===== config.mk =====
export PLATFORM = sky130hd
export DESIGN_NAME = csa5_accum_seq
export DESIGN_NICKNAME = d
export VERILOG_FILES = /design/src/rtl/csa5_accum_seq.sv
export SDC_FILE = /design/constraint.sdc
export NUM_CORES = 1
export LEC_CHECK = 0
export CORE_UTILIZATION = 39
export CTS_CLUSTER_DIAMETER = 100
export DETAILED_ROUTE_END_ITERATION = 8
export HOLD_SLACK_MARGIN = 0.03
export PLACE_DENSITY = 0.82
export SLEW_MARGIN = 0
export SYNTH_ARGS = -nofsm -noshare
export SYNTH_HDL_FRONTEND = slang
export SYNTH_SLANG_ARGS = --single-unit
export TNS_END_PERCENT = 50

===== constraint.sdc =====
create_clock -name clk -period 2 [get_ports clk]
set_input_delay 0.4 -clock clk [delete_from_list [all_inputs] [get_ports clk]]
set_output_delay 0.4 -clock clk [all_outputs]
set_load 0.03 [all_outputs]

===== src/rtl/csa5_accum_seq.sv =====
// csa5_accum_seq
//   Sequential accumulator controller wrapped around an external 5-bit
//   carry-select adder (csa_5bit). The running total is presented on add_a,
//   the incoming operand on add_b, and the adder's sum/cout are captured back
//   on each accepted beat. At the end of a group (in_last), the total, a
//   sticky overflow flag and a beat count are held on a valid/ready output.
//
// Ports
//   clk, rst             rising-edge clock, asynchronous active-high reset
//   in_valid/in_ready    operand beat handshake
//   in_data, in_last     operand and end-of-group marker
//   add_a, add_b         to adder i_add_term1 / i_add_term2
//   add_sum, add_cout    from adder sum / cout
//   out_valid/out_ready  group result handshake
//   out_sum, out_ovf     group total and sticky carry-out flag
//   out_count            beats accepted in the group (saturating)
//
// Build option
//   CSA5_ACCUM_SAT_EN    when defined, a carry-out clamps the accumulator to
//                        all-ones for the rest of the group instead of wrapping.
//
// state | meaning
// ------+-------------------------------------------
// IDLE  | accumulator empty, count 0, ready for beats
// ACC   | at least one beat of the group taken
// DONE  | result held until out_ready

module csa5_accum_seq #(
  parameter int WIDTH = 5,
  parameter int CNT_W = 4
) (
  input  logic             clk,
  input  logic             rst,
  input  logic             in_valid,
  output logic             in_ready,
  input  logic [WIDTH-1:0] in_data,
  input  logic             in_last,
  output logic [WIDTH-1:0] add_a,
  output logic [WIDTH-1:0] add_b,
  input  logic [WIDTH-1:0] add_sum,
  input  logic             add_cout,
  output logic             out_valid,
  input  logic             out_ready,
  output logic [WIDTH-1:0] out_sum,
  output logic             out_ovf,
  output logic [CNT_W-1:0] out_count
);

  typedef enum logic [1:0] {
    S_IDLE = 2'd0,
    S_ACC  = 2'd1,
    S_DONE = 2'd2
  } state_t;

  state_t           state_q, state_d;
  logic [WIDTH-1:0] acc_q, acc_d;
  logic             ovf_q, ovf_d;
  logic [CNT_W-1:0] cnt_q, cnt_d;
  logic             accept;

  always_ff @(posedge clk or posedge rst) begin
    if (rst) begin
      state_q <= S_IDLE;
      acc_q   <= '0;
      ovf_q   <= 1'b0;
      cnt_q   <= '0;
    end else begin
      state_q <= state_d;
      acc_q   <= acc_d;
      ovf_q   <= ovf_d;
      cnt_q   <= cnt_d;
    end
  end

  assign in_ready  = (state_q != S_DONE);
  assign out_valid = (state_q == S_DONE);
  assign accept    = in_valid & in_ready;

  assign add_a     = acc_q;
  assign add_b     = in_data;
  assign out_sum   = acc_q;
  assign out_ovf   = ovf_q;
  assign out_count = cnt_q;

  always_comb begin
    state_d = state_q;
    acc_d   = acc_q;
    ovf_d   = ovf_q;
    cnt_d   = cnt_q;

    unique case (state_q)
      S_IDLE, S_ACC: begin
        if (accept) begin
`ifdef CSA5_ACCUM_SAT_EN
          // ovf_q doubles as the "already clamped" flag within a group.
          acc_d = (add_cout | ovf_q) ? {WIDTH{1'b1}} : add_sum;
`else
          acc_d = add_sum;
`endif
          ovf_d = ovf_q | add_cout;
          cnt_d = (cnt_q == {CNT_W{1'b1}}) ? cnt_q : cnt_q + CNT_W'(1);
          state_d = in_last ? S_DONE : S_ACC;
        end
      end
      S_DONE: begin
        if (out_ready) begin
          state_d = S_IDLE;
          acc_d   = '0;
          ovf_d   = 1'b0;
          cnt_d   = '0;
        end
      end
      default: begin
        state_d = S_IDLE;
        acc_d   = '0;
        ovf_d   = 1'b0;
        cnt_d   = '0;
      end
    endcase
  end

endmodule


### Power grid, run 1

Pins as bars on the die edge.
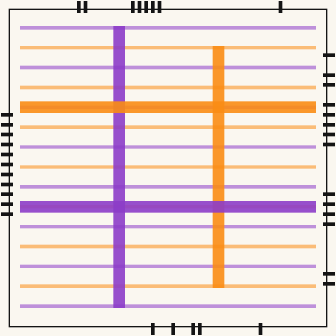
legend:
  VSS:
    color: purple
  VDD:
    color: orange
met1 rails: 15
rows: 14
signal pins: 38

### Cells colored by class, run 1

Scale bar: 10 um.
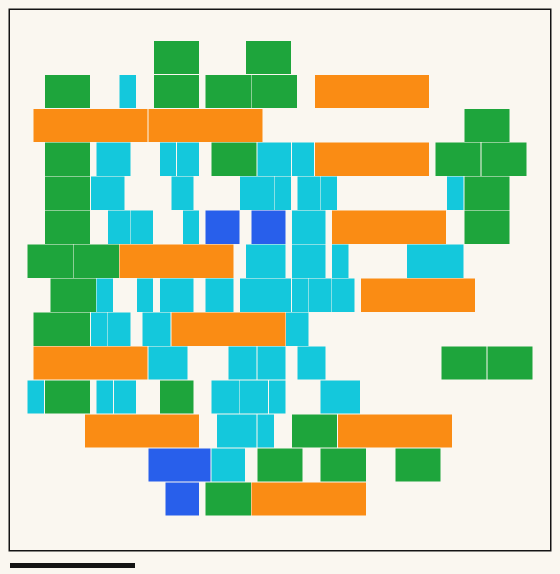
legend:
  flops:
    color: orange
    cells: 12
  clock drivers and dummy loads:
    color: blue
    cells: 4
  other buffers and delay cells:
    color: green
    cells: 28
  all other logic:
    color: cyan
    cells: 47

### Clock network drawn from the DEF, run 1

Scale bar: 10 um.
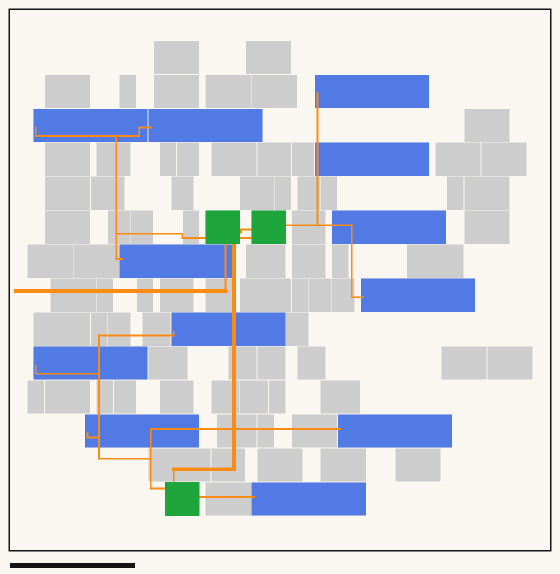
legend:
  cells driving clock nets:
    color: green
    count: 3
  clock wires:
    color: orange
    length: 162 um
  flip-flops:
    color: blue
    count: 12
routed clock nets: 4

==> Changelog: implementation, run 1 <==
### Implementation results

- Status: completed
- Vias/cell: 5.23
- Cell taking the most area after synthesis: dfrtp_1
- Flop2flop setup slack: 0.66 ns
- Die width: 43.2 um
- Met2 WL: 615 um
- Crit path buf inv count: 1
- Unique cell types: 24
- R2R depth: 4
- Critical Path Source: state_q[0]
- Logic area: 267 um2
- Most instantiated cells after synthesis: 12 x dfrtp_1, 10 x buf_4, 10 x nand2_1, 8 x o21ai_0
- CP startpoint kind: flop
- Largest cells by area: dfrtp_1 45%, buf_4 11%, o21ai_0 6.0%
- Tot Pwr: 937 uW
- Die area: 1870 um2
- Seq pwr share: 37.3%
- #MultiIn Comb: 45
- Final #Nets: 109
- First-pass GRT wire length: 2.17 mm
- Met1 wire length: 584 um
- Root Buffer: clkbuf_4
- Synth Cell Area: 663 um2
- Antenna violations before repair: 0
- Count of clock buffers in the final design: 4
- Asr flop ratio synth: 100%
- GP Congestion: 0.693
- Port Buffers: 27
- CTS sink cnt: 12
- Layout cell share with drive strength beyond 1: 8.79%
- Synth warnings: 0
- Met3 Track Usage GR: 4.68%
- Core utilization at floorplan: 43.0%
- Post-CTS Setup Bufs: 0
- Fillers: 140
- Top cell category: registers
- Yosys simple share: 21.7%
--- run 2 (diff from run 1) ---
- CAP_MARGIN: unset -> 40
### Cells colored by class, run 2

Scale bar: 10 um.
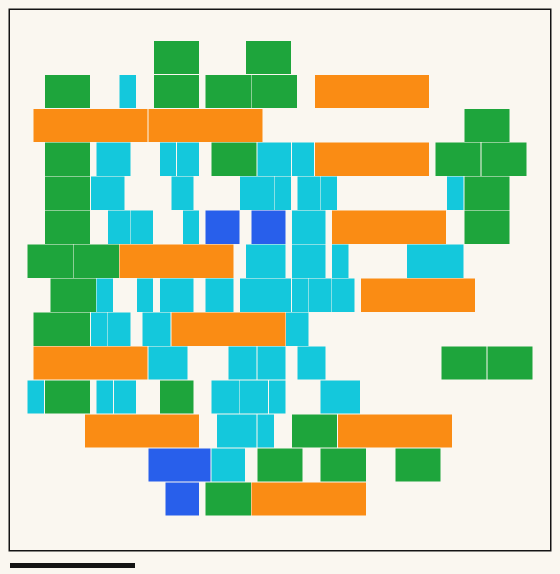
legend:
  flops:
    color: orange
    cells: 12
  all other logic:
    color: cyan
    cells: 47
  other buffers and delay cells:
    color: green
    cells: 28
  clock drivers and dummy loads:
    color: blue
    cells: 4
Seq/total area: 33.0%
final design utilization: 59.1%
Core Region: 1540 um2

### The clock network, run 2

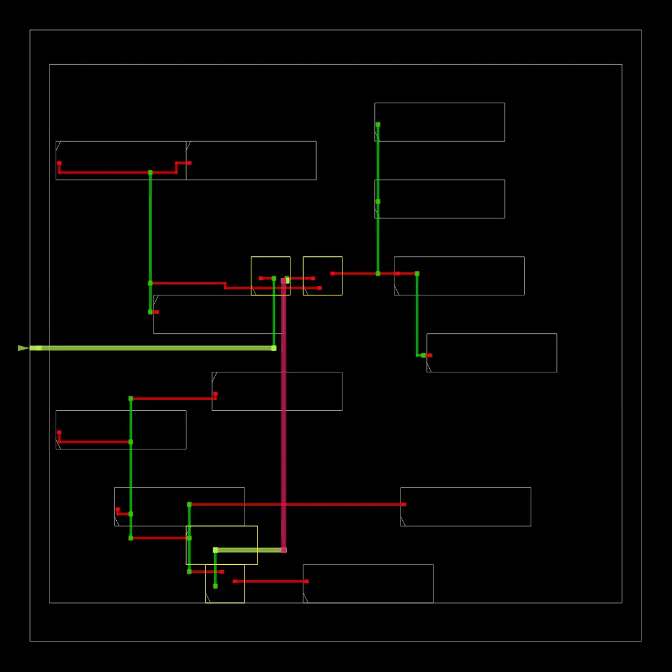
CTS sink cnt: 12
Worst Skew: 0.00227 ns

### Power grid, run 2

Pins as bars on the die edge.
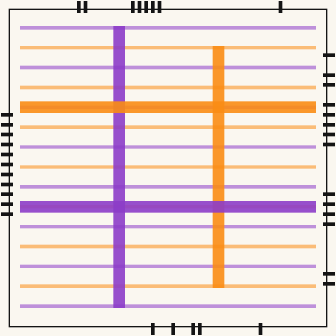
legend:
  VSS:
    color: purple
  VDD:
    color: orange
met5 straps: 2
met1 rails: 15

==> run 2 against run 1 <==
Compared with the run above:
- sequential cell count did not move
- die size did not move
- synthesized area did not move
- first-iteration DRC count did not move
- sequential share of layout area did not move
- count of clock-buffer cells in the layout did not move
- critical endpoint unchanged
- highest routed layer unchanged
==> Changelog: implementation, run 2 <==
### Implementation results

- Cell taking the most area after synthesis: dfrtp_1
- Largest cells by area: dfrtp_1 45%, buf_4 11%, o21ai_0 6.0%
- GP Congestion: 0.693
- Post-CTS Setup Bufs: 0
- Tot Pwr: 937 uW
- Port Buffers: 27
- Die area: 1870 um2
- Asr flop ratio synth: 100%
- Die width: 43.2 um
- Top cell category: registers
- First-pass GRT wire length: 2.17 mm
- Core utilization at floorplan: 43.0%
- CP startpoint kind: flop
- #MultiIn Comb: 45
- Met3 Track Usage GR: 4.68%
- Status: completed
- Logic area: 267 um2
- Unique cell types: 24
- Most instantiated cells after synthesis: 12 x dfrtp_1, 10 x buf_4, 10 x nand2_1, 8 x o21ai_0
- Root Buffer: clkbuf_4
- R2R depth: 4
- Antenna violations before repair: 0
- Yosys simple share: 21.7%
- Flop2flop setup slack: 0.66 ns
- Crit path buf inv count: 1
- Met1 wire length: 584 um
- Count of clock buffers in the final design: 4
- Vias/cell: 5.23
--- run 3 (diff from run 2) ---
- PLACE_DENSITY: 0.82 -> unset
- PLACE_DENSITY_LB_ADDON: unset -> 0.1
### Signal wires by layer, run 3

Only two layers are drawn.
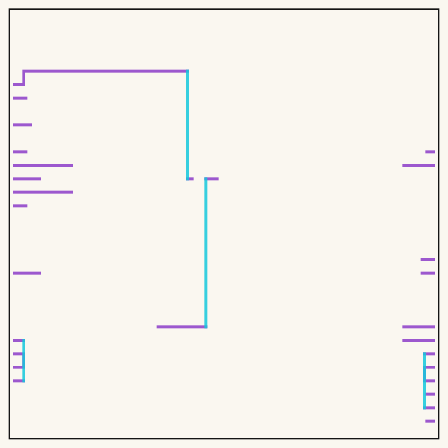
legend:
  met4:
    color: cyan
    wire_length: 35.4 um
  met3:
    color: purple
    wire_length: 70.1 um

### Power grid, run 3

Pins as bars on the die edge.
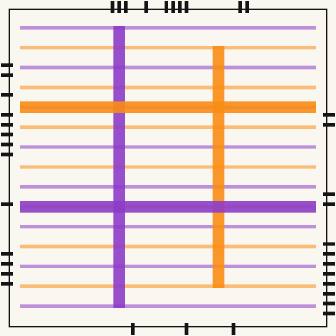
legend:
  VSS:
    color: purple
  VDD:
    color: orange
met4 straps: 2
rows: 14
met1 rails: 15
met5 straps: 2
signal pins: 38
die span in y: 43.2 um
Peak VDD IR: 0.504 mV
die width: 43.2 um

### Clock network drawn from the DEF, run 3

Scale bar: 10 um.
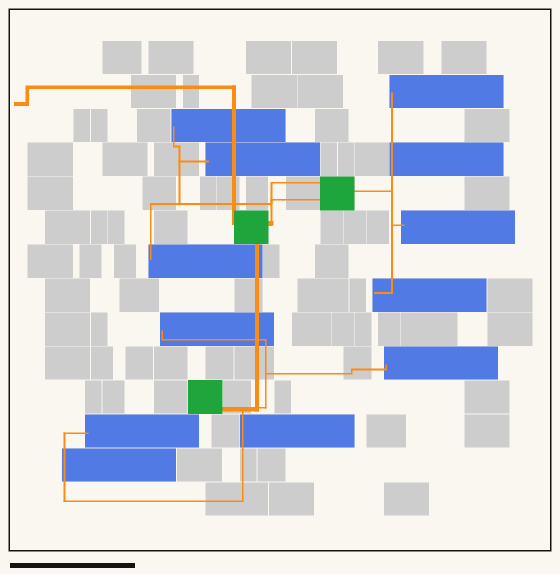
legend:
  cells driving clock nets:
    color: green
    count: 3
  flip-flops:
    color: blue
    count: 12
  clock wires:
    color: orange
    length: 171 um
routed clock nets: 4

==> run 3 against run 2 <==
Compared with the run above:
- critical path depth did not move
- non-clock buffer count did not move
- global-route usage rose by 0.98 points
- utilization fell by 0.24 points
- cell count did not move
- sequential power barely moved
==> Changelog: implementation, run 3 <==
### Implementation results

- Core utilization at floorplan: 43.0%
- Post-CTS Setup Bufs: 0
- Count of clock buffers in the final design: 4
- Cell taking the most area after synthesis: dfrtp_1
- Met1 wire length: 636 um
- Die area: 1870 um2
- Root Buffer: clkbuf_4
- Flop2flop setup slack: 0.61 ns
- Antenna violations before repair: 0
- GP Congestion: 0.692
- CP startpoint kind: flop
- Yosys simple share: 21.7%
- Most instantiated cells after synthesis: 12 x dfrtp_1, 10 x buf_4, 10 x nand2_1, 8 x o21ai_0
- Seq pwr share: 37.2%
- Status: completed
- Layout cell share with drive strength beyond 1: 8.79%
- First-pass GRT wire length: 2.26 mm
- Met2 WL: 686 um
- Asr flop ratio synth: 100%
- Final design utilization: 58.8%
- Critical Path Source: state_q[0]
- Unique cell types: 24
- Synth warnings: 0
- Worst Skew: 0.00175 ns
- Synth Cell Area: 663 um2
- Core Region: 1540 um2
- Logic area: 267 um2
- Final #Nets: 109
- CTS sink cnt: 12
- Crit path buf inv count: 1
- Vias/cell: 5.44
- Largest cells by area: dfrtp_1 45%, buf_4 11%, o21ai_0 6.0%
- #MultiIn Comb: 45
- Top cell category: registers
- Tot Pwr: 941 uW
No activity file was given, so power comes from the tool's default toggle rates.
